$ cat config.mk
export PLATFORM = sky130hd
export DESIGN_NAME = rr_arbiter_mux
export DESIGN_NICKNAME = d
export VERILOG_FILES = /design/src/rtl/rr_arbiter_mux.sv
export SDC_FILE = /design/constraint.sdc
export NUM_CORES = 1
export LEC_CHECK = 0
export CORE_MARGIN = 4
export CORE_UTILIZATION = 40
export CTS_BUF_LIST = sky130_fd_sc_hd__clkbuf_4 sky130_fd_sc_hd__clkbuf_8
export DETAILED_ROUTE_END_ITERATION = 6
export PLACE_DENSITY_LB_ADDON = 0.2
export REMOVE_ABC_BUFFERS = 1
export SYNTH_ARGS = -nofsm -noshare
export SYNTH_HDL_FRONTEND = slang
export SYNTH_SLANG_ARGS = --single-unit
export TNS_END_PERCENT = 50
$ cat constraint.sdc
create_clock -name clk -period 4.2 [get_ports clk]
set_clock_uncertainty 0.1 [all_clocks]
set_input_delay 0.84 -clock clk [delete_from_list [all_inputs] [get_ports clk]]
set_output_delay 0.84 -clock clk [all_outputs]
set_load 0.005 [all_outputs]
$ cat src/rtl/rr_arbiter_mux.sv
// N-channel round-robin arbiter feeding a registered N-to-1 data mux with valid/ready output.
// Optional macro RR_ARBITER_MUX_FIXED_PRI_EN adds a fixed_pri input forcing lowest-index-first search.
module rr_arbiter_mux #(
  parameter int unsigned N_CH   = 4,
  parameter int unsigned DATA_W = 8,
  parameter int unsigned SEL_W  = $clog2(N_CH)
) (
  input  logic                   clk,
  input  logic                   rst_n,
  input  logic [N_CH-1:0]        req,
  input  logic [N_CH*DATA_W-1:0] data_in,
  output logic [N_CH-1:0]        grant,
  output logic                   out_valid,
  input  logic                   out_ready,
`ifdef RR_ARBITER_MUX_FIXED_PRI_EN
  input  logic                   fixed_pri,
`endif
  output logic [DATA_W-1:0]      out_data,
  output logic [SEL_W-1:0]       out_sel
);

  localparam int unsigned LAST_CH = N_CH - 1;

  logic [SEL_W-1:0]  ptr_q, ptr_d;
  logic              valid_q, valid_d;
  logic [DATA_W-1:0] data_q, data_d;
  logic [SEL_W-1:0]  sel_q, sel_d;

  logic              fp;
  logic              load;
  logic              hit;
  logic [SEL_W-1:0]  idx;
  logic [SEL_W-1:0]  cand;
  logic [DATA_W-1:0] sel_data;
  int unsigned       base;

`ifdef RR_ARBITER_MUX_FIXED_PRI_EN
  assign fp = fixed_pri;
`else
  assign fp = 1'b0;
`endif

  // Register is free when empty or being drained this edge; reset forces no grant.
  assign load = rst_n & (~valid_q | out_ready) & (|req);

  // Priority search from base+1 upward, wrapping; fixed priority treats base as the top channel.
  always_comb begin
    base = fp ? LAST_CH : 32'(ptr_q);
    hit  = 1'b0;
    idx  = '0;
    cand = '0;
    for (int unsigned k = 0; k < N_CH; k++) begin
      cand = SEL_W'((base + 1 + k) % N_CH);
      if (!hit && req[cand]) begin
        hit = 1'b1;
        idx = cand;
      end
    end
  end

  // Data mux and one-hot grant decode driven by the winning index.
  always_comb begin
    sel_data = '0;
    grant    = '0;
    for (int unsigned i = 0; i < N_CH; i++) begin
      if (idx == SEL_W'(i)) begin
        sel_data = data_in[i*DATA_W +: DATA_W];
        grant[i] = load;
      end
    end
  end

  // Next-state for pointer and output register.
  always_comb begin
    ptr_d   = ptr_q;
    valid_d = valid_q;
    data_d  = data_q;
    sel_d   = sel_q;
    if (load) begin
      ptr_d   = idx;
      valid_d = 1'b1;
      data_d  = sel_data;
      sel_d   = idx;
    end else if (valid_q && out_ready) begin
      valid_d = 1'b0;
    end
  end

  always_ff @(posedge clk or negedge rst_n) begin
    if (!rst_n) begin
      ptr_q   <= SEL_W'(LAST_CH);
      valid_q <= 1'b0;
      data_q  <= '0;
      sel_q   <= '0;
    end else begin
      ptr_q   <= ptr_d;
      valid_q <= valid_d;
      data_q  <= data_d;
      sel_q   <= sel_d;
    end
  end

  assign out_valid = valid_q;
  assign out_data  = data_q;
  assign out_sel   = sel_q;

endmodule

### Routed clock nets over the placement, run 1

Scale bar: 20 µm.
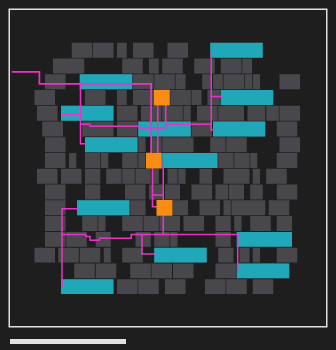
Orange stands for clock-net drivers, count 3. Cyan stands for flip-flops, count 13. Magenta stands for clock wires, length 194 µm.
There are 4 routed clock nets.

### Signal metal coverage by tile, run 1

The die is cut into 11 by 11 equal tiles; dark blue is low, red is high, scaled to the fullest tile. Values are wire area over tile area, all layers added.
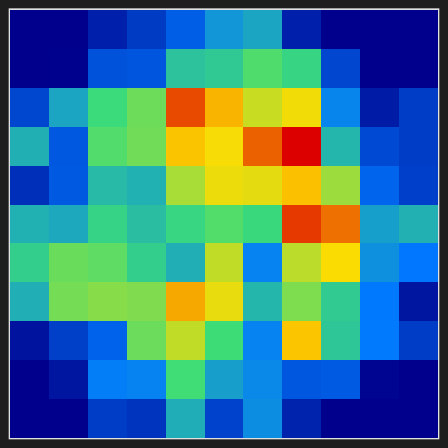
The mean over all tiles is 0.15. 30% of the tiles are over half the peak. 14% of the tiles are nearly empty. The fullest tile reaches 0.42.

### Cell sizes after repair, run 1

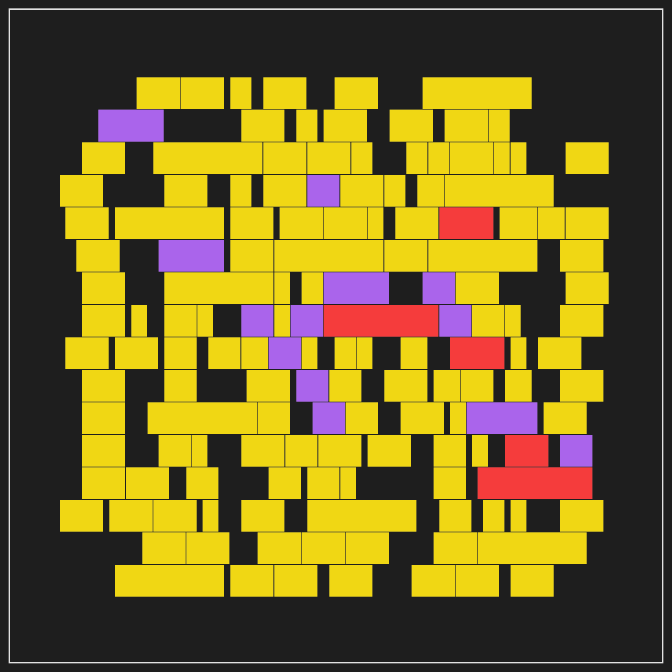
Purple stands for x3 and x4, cells 13, share 8.9%, most used buf_4. Red stands for x2, cells 5, share 3.4%, most used dfstp_2. Yellow stands for x1 and smaller, cells 128, share 88%, most used clkdlybuf4s50_1.

### Cell outlines without signal wires, run 1

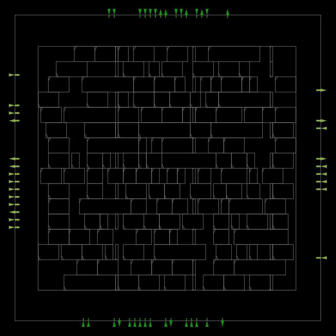
core box area: 2000 µm²
Flop Count: 13

[run 1: state kept, by name (all words and copies together), names as in the netlist]
register and count:
ptr_q 2, out_sel 2, out_valid 1, out_data 8
[run 1: tightest hold or removal path: cells and delay by family (launching register included)]
kind / cells / cell delay, ns
simple gates: 2 / 0.11
flops: 1 / 0.36
[run 1: metal layers]
metal	track usage	up-vias	share of wire	wire, µm
met3	0.0381	8	0.060	166
met1	0.222	458	0.37	1010
met4	0.124	0	0.028	78
met2	0.400	35	0.54	1500
met5	0	-	0	0
li1	-	446	-	-
==> results_dict.tcl, run 1 <==
# flow metrics
set metrics [dict create \
    dpl_cell_area_um2 1440 \
    combPwrFrac 0.487 \
    crit_fanout 9 \
    h-tree-depth 1 \
    comb_share 0.344 \
    period_minus_slack_ns 3.85 \
    ys_sh_aoi 0.216 \
    worstPathArrival_ns 2.91 \
    fillers 171 \
    route.detailed.drc 0 \
    warnings 25 \
    finalNonFillerCells 173 \
    ant_nets 0 \
    p_clk_uw 86.2 \
    r2r_end "out_data[1]" \
    slew_viol_final 0 \
    most_common_cell "nor2_1" \
    ios 54 \
    finalPower_uw 535 \
    synth_seq_share 0.378 \
    slew_headroom 0.583 \
    yosys-top-cells-count "nor2_1, dfrtp_1, a211oi_1, mux2i_1, nand3_1" \
    seqPwrFrac 0.352 \
    seq_share 0.223 \
    cp_slowest_cell "o41ai_1" \
    synth_cell_types 26 \
    cp-start-kind "input port" \
    top_area_frac 0.317 \
    r2r_cells 6 \
    switching_power_uw 170 \
    n_all_buffers 58 \
    path_cells "clkdlybuf4s50_1 -> o41ai_1 -> nor2b_1 -> nand2_1 -> nor2_1 -> clkdlybuf4s50_1" \
    finalHoldViolations 0 \
    clkbuf_count 4 \
    antenna_cells 0 \
    crit_type "input port to output pin" \
    clk_latency_ns 0.28 \
    rsz0062_at_grt "no" \
    crit_end "grant[3]" \
    status "completed" \
    clk_pin_slew_worst_paths_ns 0.08 \
    avgSynthCellArea_um2 9.85 \
    ys_seq_elements 13 \
    hold_ws_ns 0.402 \
    ys_area_um2 867 \
    area_growth_pct 69.4 \
    ys_sh_adder 0 \
    grtUsageTotal 0.215 \
    power_leader "combinational logic" \
    p_sw_frac 0.317 \
    syn-cell-area_um2 867 \
    cts_hold_buf 0 \
    powerDensity_nw_per_um2 364 \
    cpMostUsedCell "clkdlybuf4s50_1" \
    cts_tree "done" \
    numCtsBuffers 3 \
    tns_ns 0 \
    setup_ws_ns 0.351 \
    vdd_ir_drop_max_mv 0.212 \
    logic_area_um2 505 \
    grt-ovfl-total 0 \
    dieHeight_um 54.6 \
    critPathBufInv 2 \
]
==> run 2: changes to the inputs <==
--- a/config.mk
+++ b/config.mk
@@ -6,7 +6,7 @@
 export NUM_CORES = 1
 export LEC_CHECK = 0
 export CORE_MARGIN = 4
-export CORE_UTILIZATION = 40
+export CORE_UTILIZATION = 38
 export CTS_BUF_LIST = sky130_fd_sc_hd__clkbuf_4 sky130_fd_sc_hd__clkbuf_8
 export DETAILED_ROUTE_END_ITERATION = 6
 export PLACE_DENSITY_LB_ADDON = 0.2
==> constraint.sdc (replaced) <==
create_clock -name clk -period 3.9 [get_ports clk]
set_clock_uncertainty 0.1 [all_clocks]
set_input_delay 0.78 -clock clk [delete_from_list [all_inputs] [get_ports clk]]
set_output_delay 0.78 -clock clk [all_outputs]
set_load 0.005 [all_outputs]
### Routed clock nets over the placement, run 2

Scale bar: 20 µm.
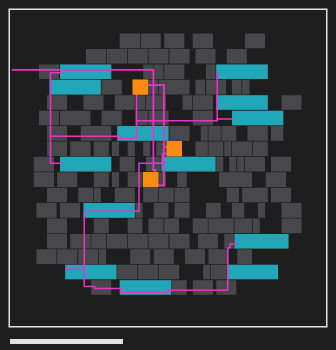
Orange stands for clock-net drivers, count 3. Magenta stands for clock wires, length 220 µm. Cyan stands for flip-flops, count 13.
There are 4 routed clock nets.

==> results_dict.tcl, run 2 <==
# flow metrics
set metrics [dict create \
    status "completed" \
    yosys-top-cells-count "nor2_1, dfrtp_1, a211oi_1, mux2i_1, nand3_1" \
    fillers 177 \
    tns_ns 0 \
    ys_seq_elements 13 \
    core_um2 2190 \
    crit_fanout 7 \
    setup_ws_ns 0.237 \
    synth_seq_share 0.378 \
    comb_share 0.342 \
    busiest_layer "met2" \
    seqPwrFrac 0.353 \
    antenna_cells 0 \
    powerDensity_nw_per_um2 390 \
    finalHoldViolations 0 \
    top_layer "met4" \
    clk_pin_slew_worst_paths_ns 0.08 \
    synth_cell_types 26 \
    ys_sh_adder 0 \
    h-tree-depth 1 \
    n_all_buffers 59 \
    top_area_frac 0.317 \
    slew_viol_final 0 \
    finalNonFillerCells 175 \
    syn-cell-area_um2 867 \
    p_clk_uw 93.6 \
    hold_ws_ns 0.382 \
    flops 13 \
    ios 54 \
    combPwrFrac 0.485 \
    warnings 25 \
    met1_length_mm 1.08 \
    numCtsBuffers 3 \
    dpl_cell_area_um2 1450 \
    avgSynthCellArea_um2 9.85 \
    ys_sh_aoi 0.216 \
    grt-ovfl-total 0 \
    dr_wl_met2_mm 1.38 \
    finalPower_uw 576 \
]
### Sequential cells grouped by signal name, run 2

Scale bar: 20 µm. Other sequential cells in the stronger gray, the rest of the logic in the fainter gray.
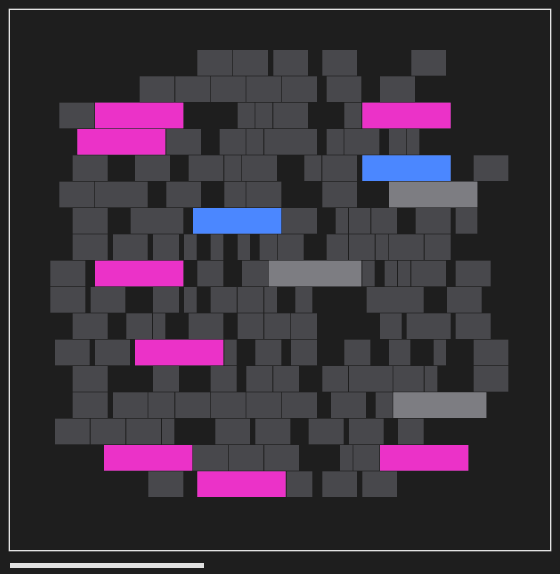
Magenta stands for out_data, flops 8. Blue stands for out_sel, flops 2.

run 2: cell counts after synthesis:
No cell type changed its count.
run 2: critical path, stage by stage:
cell             delay, ns
clkdlybuf4s50_1       0.55
a21bo_2               0.26
a21oi_4               0.23
nor2_1                0.19
nor3_1                0.22
clkdlybuf4s50_1       0.54
run 2: cells by family after synthesis:
kind of cell,count (synthesis)
flops,13
mux,12
simple gates,36
compound gates,22
buf+inv,5
run 2: path summary, 6_finish.rpt:
check	slack (ns)	endpoint	start	cells past startpoint
min reg2reg	0.38	out_sel[1]	out_sel[1]	2
min	0.38	out_sel[1]	out_sel[1]	2
max in group asynchronous	2.67	ptr_q[0]	rst_n	2
min in group asynchronous	0.79	out_data[2]	rst_n	2
max reg2reg	1.51	out_data[5]	ptr_q[1]	6
max	0.24	grant[1]	req[3]	6
==> run 3: changes to the inputs <==
--- a/config.mk
+++ b/config.mk
@@ -5,6 +5,7 @@
 export SDC_FILE = /design/constraint.sdc
 export NUM_CORES = 1
 export LEC_CHECK = 0
+export CAP_MARGIN = 40
 export CORE_MARGIN = 4
 export CORE_UTILIZATION = 38
 export CTS_BUF_LIST = sky130_fd_sc_hd__clkbuf_4 sky130_fd_sc_hd__clkbuf_8
### Cell sizes after repair, run 3

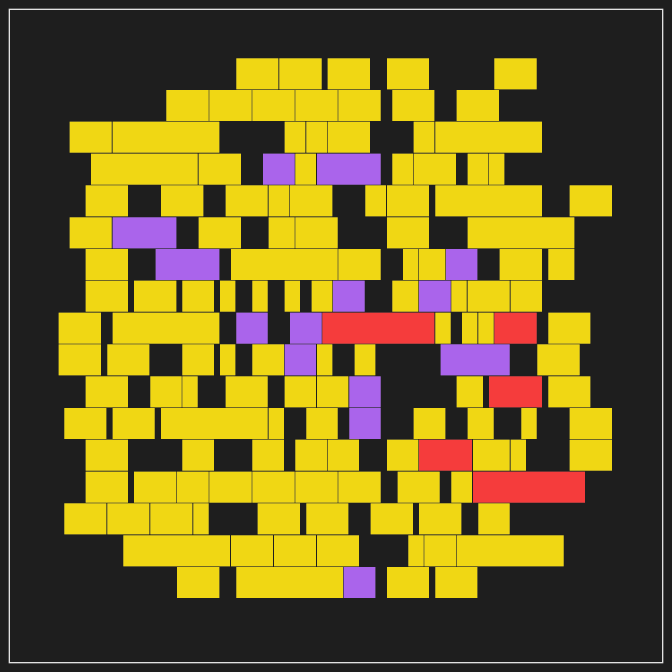
Purple stands for x3 and x4, cells 14, share 9.5%, most used buf_4. Red stands for x2, cells 5, share 3.4%, most used dfstp_2. Yellow stands for x1 and smaller, cells 128, share 87%, most used clkdlybuf4s50_1.

==> results_dict.tcl, run 3 <==
# flow metrics
set metrics [dict create \
    top_layer "met4" \
    grt-ovfl-total 0 \
    path_depth 6 \
    vdd_ir_drop_max_mv 0.222 \
    route.detailed.drc 0 \
    cts_tree "done" \
    combPwrFrac 0.485 \
    slew_headroom 0.590 \
    reg2reg_from "ptr_q[1]" \
    area_growth_pct 70.4 \
    min-delay-start "out_sel[1]" \
    crit_fanout 7 \
    cp_slowest_cell "clkdlybuf4s50_1" \
    min_to "out_sel[1]" \
    slew_viol_final 0 \
    warnings 25 \
    crit_type "input port to output pin" \
    clk_pin_slew_worst_paths_ns 0.08 \
    met1_length_mm 1.08 \
    crit_end "grant[1]" \
    worstPathArrival_ns 2.78 \
    dpl_cell_area_um2 1450 \
    p_clk_uw 93.6 \
    yosys-top-cells-count "nor2_1, dfrtp_1, a211oi_1, mux2i_1, nand3_1" \
    numCtsBuffers 3 \
    wl_met3_um 150 \
    clk_latency_ns 0.28 \
    logic_area_um2 505 \
    cpMostUsedCell "clkdlybuf4s50_1" \
    r2r_cells 6 \
    status "completed" \
    power_leader "combinational logic" \
    cts_hold_buf 0 \
    finalHoldViolations 0 \
    critPathBufInv 2 \
]
### Signal metal coverage by tile, run 3

The die is cut into 11 by 11 equal tiles; dark blue is low, red is high, scaled to the fullest tile. Values are wire area over tile area, all layers added.
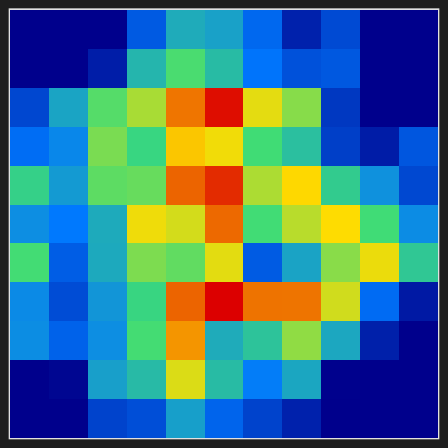
The fullest tile reaches 0.38. 32% of the tiles are over half the peak. The emptiest ninth of the die: upper right. 18% of the tiles are nearly empty.

## run 3: cell counts after synthesis
No cell type changed its count.
## run 3: metal layers
| layer | GRT usage | vias to the layer above |
|---|---|---|
| met5 | 0 | - |
| met4 | 0.0625 | 0 |
| met3 | 0.0394 | 5 |
| met2 | 0.326 | 27 |
| met1 | 0.204 | 435 |
| li1 | - | 446 |
## run 3: metrics by stage
step	hold WS (ns)	total power [mW]
5_1_grt	0.422	0.617
3_5_place_dp	0.363	0.485
4_1_cts	0.384	0.584
2_1_floorplan	0.371	0.327
6_report	0.382	0.576
3_3_place_gp	0.363	0.481
## run 3: cell type report
cell class                      instances  area share
Inverter                                1     0.00254
Tap cell                               28      0.0237
Multi-Input combinational cell         70       0.342
Sequential cell                        13       0.222
Clock buffer                            4      0.0203
Timing Repair Buffer                   59       0.389
No activity file was given, so power comes from the tool's default toggle rates.
